==> config.mk <==
export PLATFORM = sky130hd
export DESIGN_NAME = boot_loader_ctrl
export DESIGN_NICKNAME = d
export VERILOG_FILES = /design/src/rtl/hb_boot_pkg.sv /design/src/rtl/boot_wait_timer.sv /design/src/rtl/boot_loader_ctrl.sv
export SDC_FILE = /design/constraint.sdc
export NUM_CORES = 1
export LEC_CHECK = 0
export CELL_PAD_IN_SITES_DETAIL_PLACEMENT = 1
export CELL_PAD_IN_SITES_GLOBAL_PLACEMENT = 2
export CORE_MARGIN = 1
export CORE_UTILIZATION = 30
export DETAILED_ROUTE_END_ITERATION = 8
export PLACE_DENSITY_LB_ADDON = 0.08
export SETUP_SLACK_MARGIN = 0.3
export SYNTH_ARGS = -nofsm -noshare
export SYNTH_HDL_FRONTEND = slang
export SYNTH_SLANG_ARGS = --single-unit
==> constraint.sdc <==
create_clock -name clk -period 2 [get_ports clk]
set_clock_uncertainty 0.05 [all_clocks]
set_input_delay 0.2 -clock clk [delete_from_list [all_inputs] [get_ports clk]]
set_output_delay 0.2 -clock clk [all_outputs]
set_load 0.01 [all_outputs]
Fig. 1: signal wires on met1
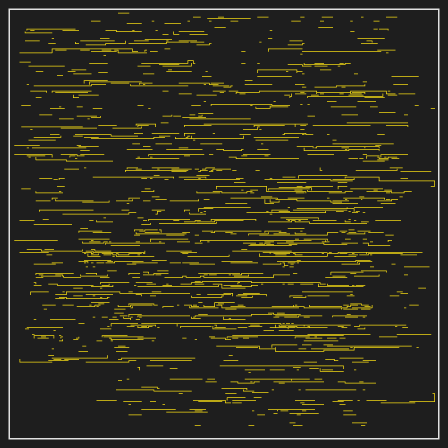
wire length on this layer: 4,370 µm
longest straight run: 35.9 µm
share of all routed wire: 42%
number of vias after detailed routing: 2,828
fraction of met1 tracks used by global routing: 0.224

Fig. 2: sequential cells coloured by netlist name
Other sequential cells in the stronger grey, the rest of the logic in the fainter grey.
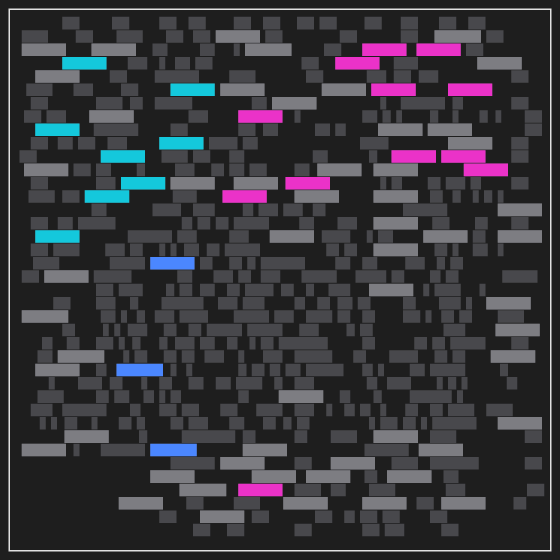
[cyan] hold | sequential cells: 8 | where: top left
[blue] state | sequential cells: 3
[magenta] ee_addr | sequential cells: 12
not coloured: 54
fin util: 0.507
flop share of the area: 0.334
reported sequential group power: 1.59 mW
Sequential Area: 1940 µm²

==> notes.org <==
* Implementation run

** Layout
- Fill cells in the final layout number 1,173.
- Layout cell share with drive strength beyond 1 :: 0.450

** Power
- Net switching share of the total power :: 0.219
- For the combinational group, total power comes out at 0.152 mW.

** Floorplan
- Total Die Area :: 12,100 µm²
- From left edge to right edge, the die measures 110 µm.
- I/O pins :: 70
- The floorplan step defined a core boundary enclosing 11,400 µm².

** Critical path
- Count of cells along the worst register-to-register path :: 8
- On the critical path the largest part of the delay comes from simple AND/OR/NAND/NOR gates.

** Status
- Failing checks :: setup timing
- The flow ran to the end, but the final reports show violations.

** Yosys
- Most frequent cell after synthesis :: sky130_fd_sc_hd__dfrtp_1
- Most frequently used flop master after synthesis :: sky130_fd_sc_hd__dfrtp_1

** Global route
- met2 track demand over resource after global routing is 0.319.
- Total global routing overflow :: 0

** Route
- Initial DRC count :: 91
- Drt first pass iters :: 4

** STA
- The critical path in the final layout is reported with a setup slack of -0.192 ns.
- Final setup vio count :: 33
- Tcrit/Tclk final :: 1.10
Power figures rest on the tool's default switching activity, not on a simulated workload.
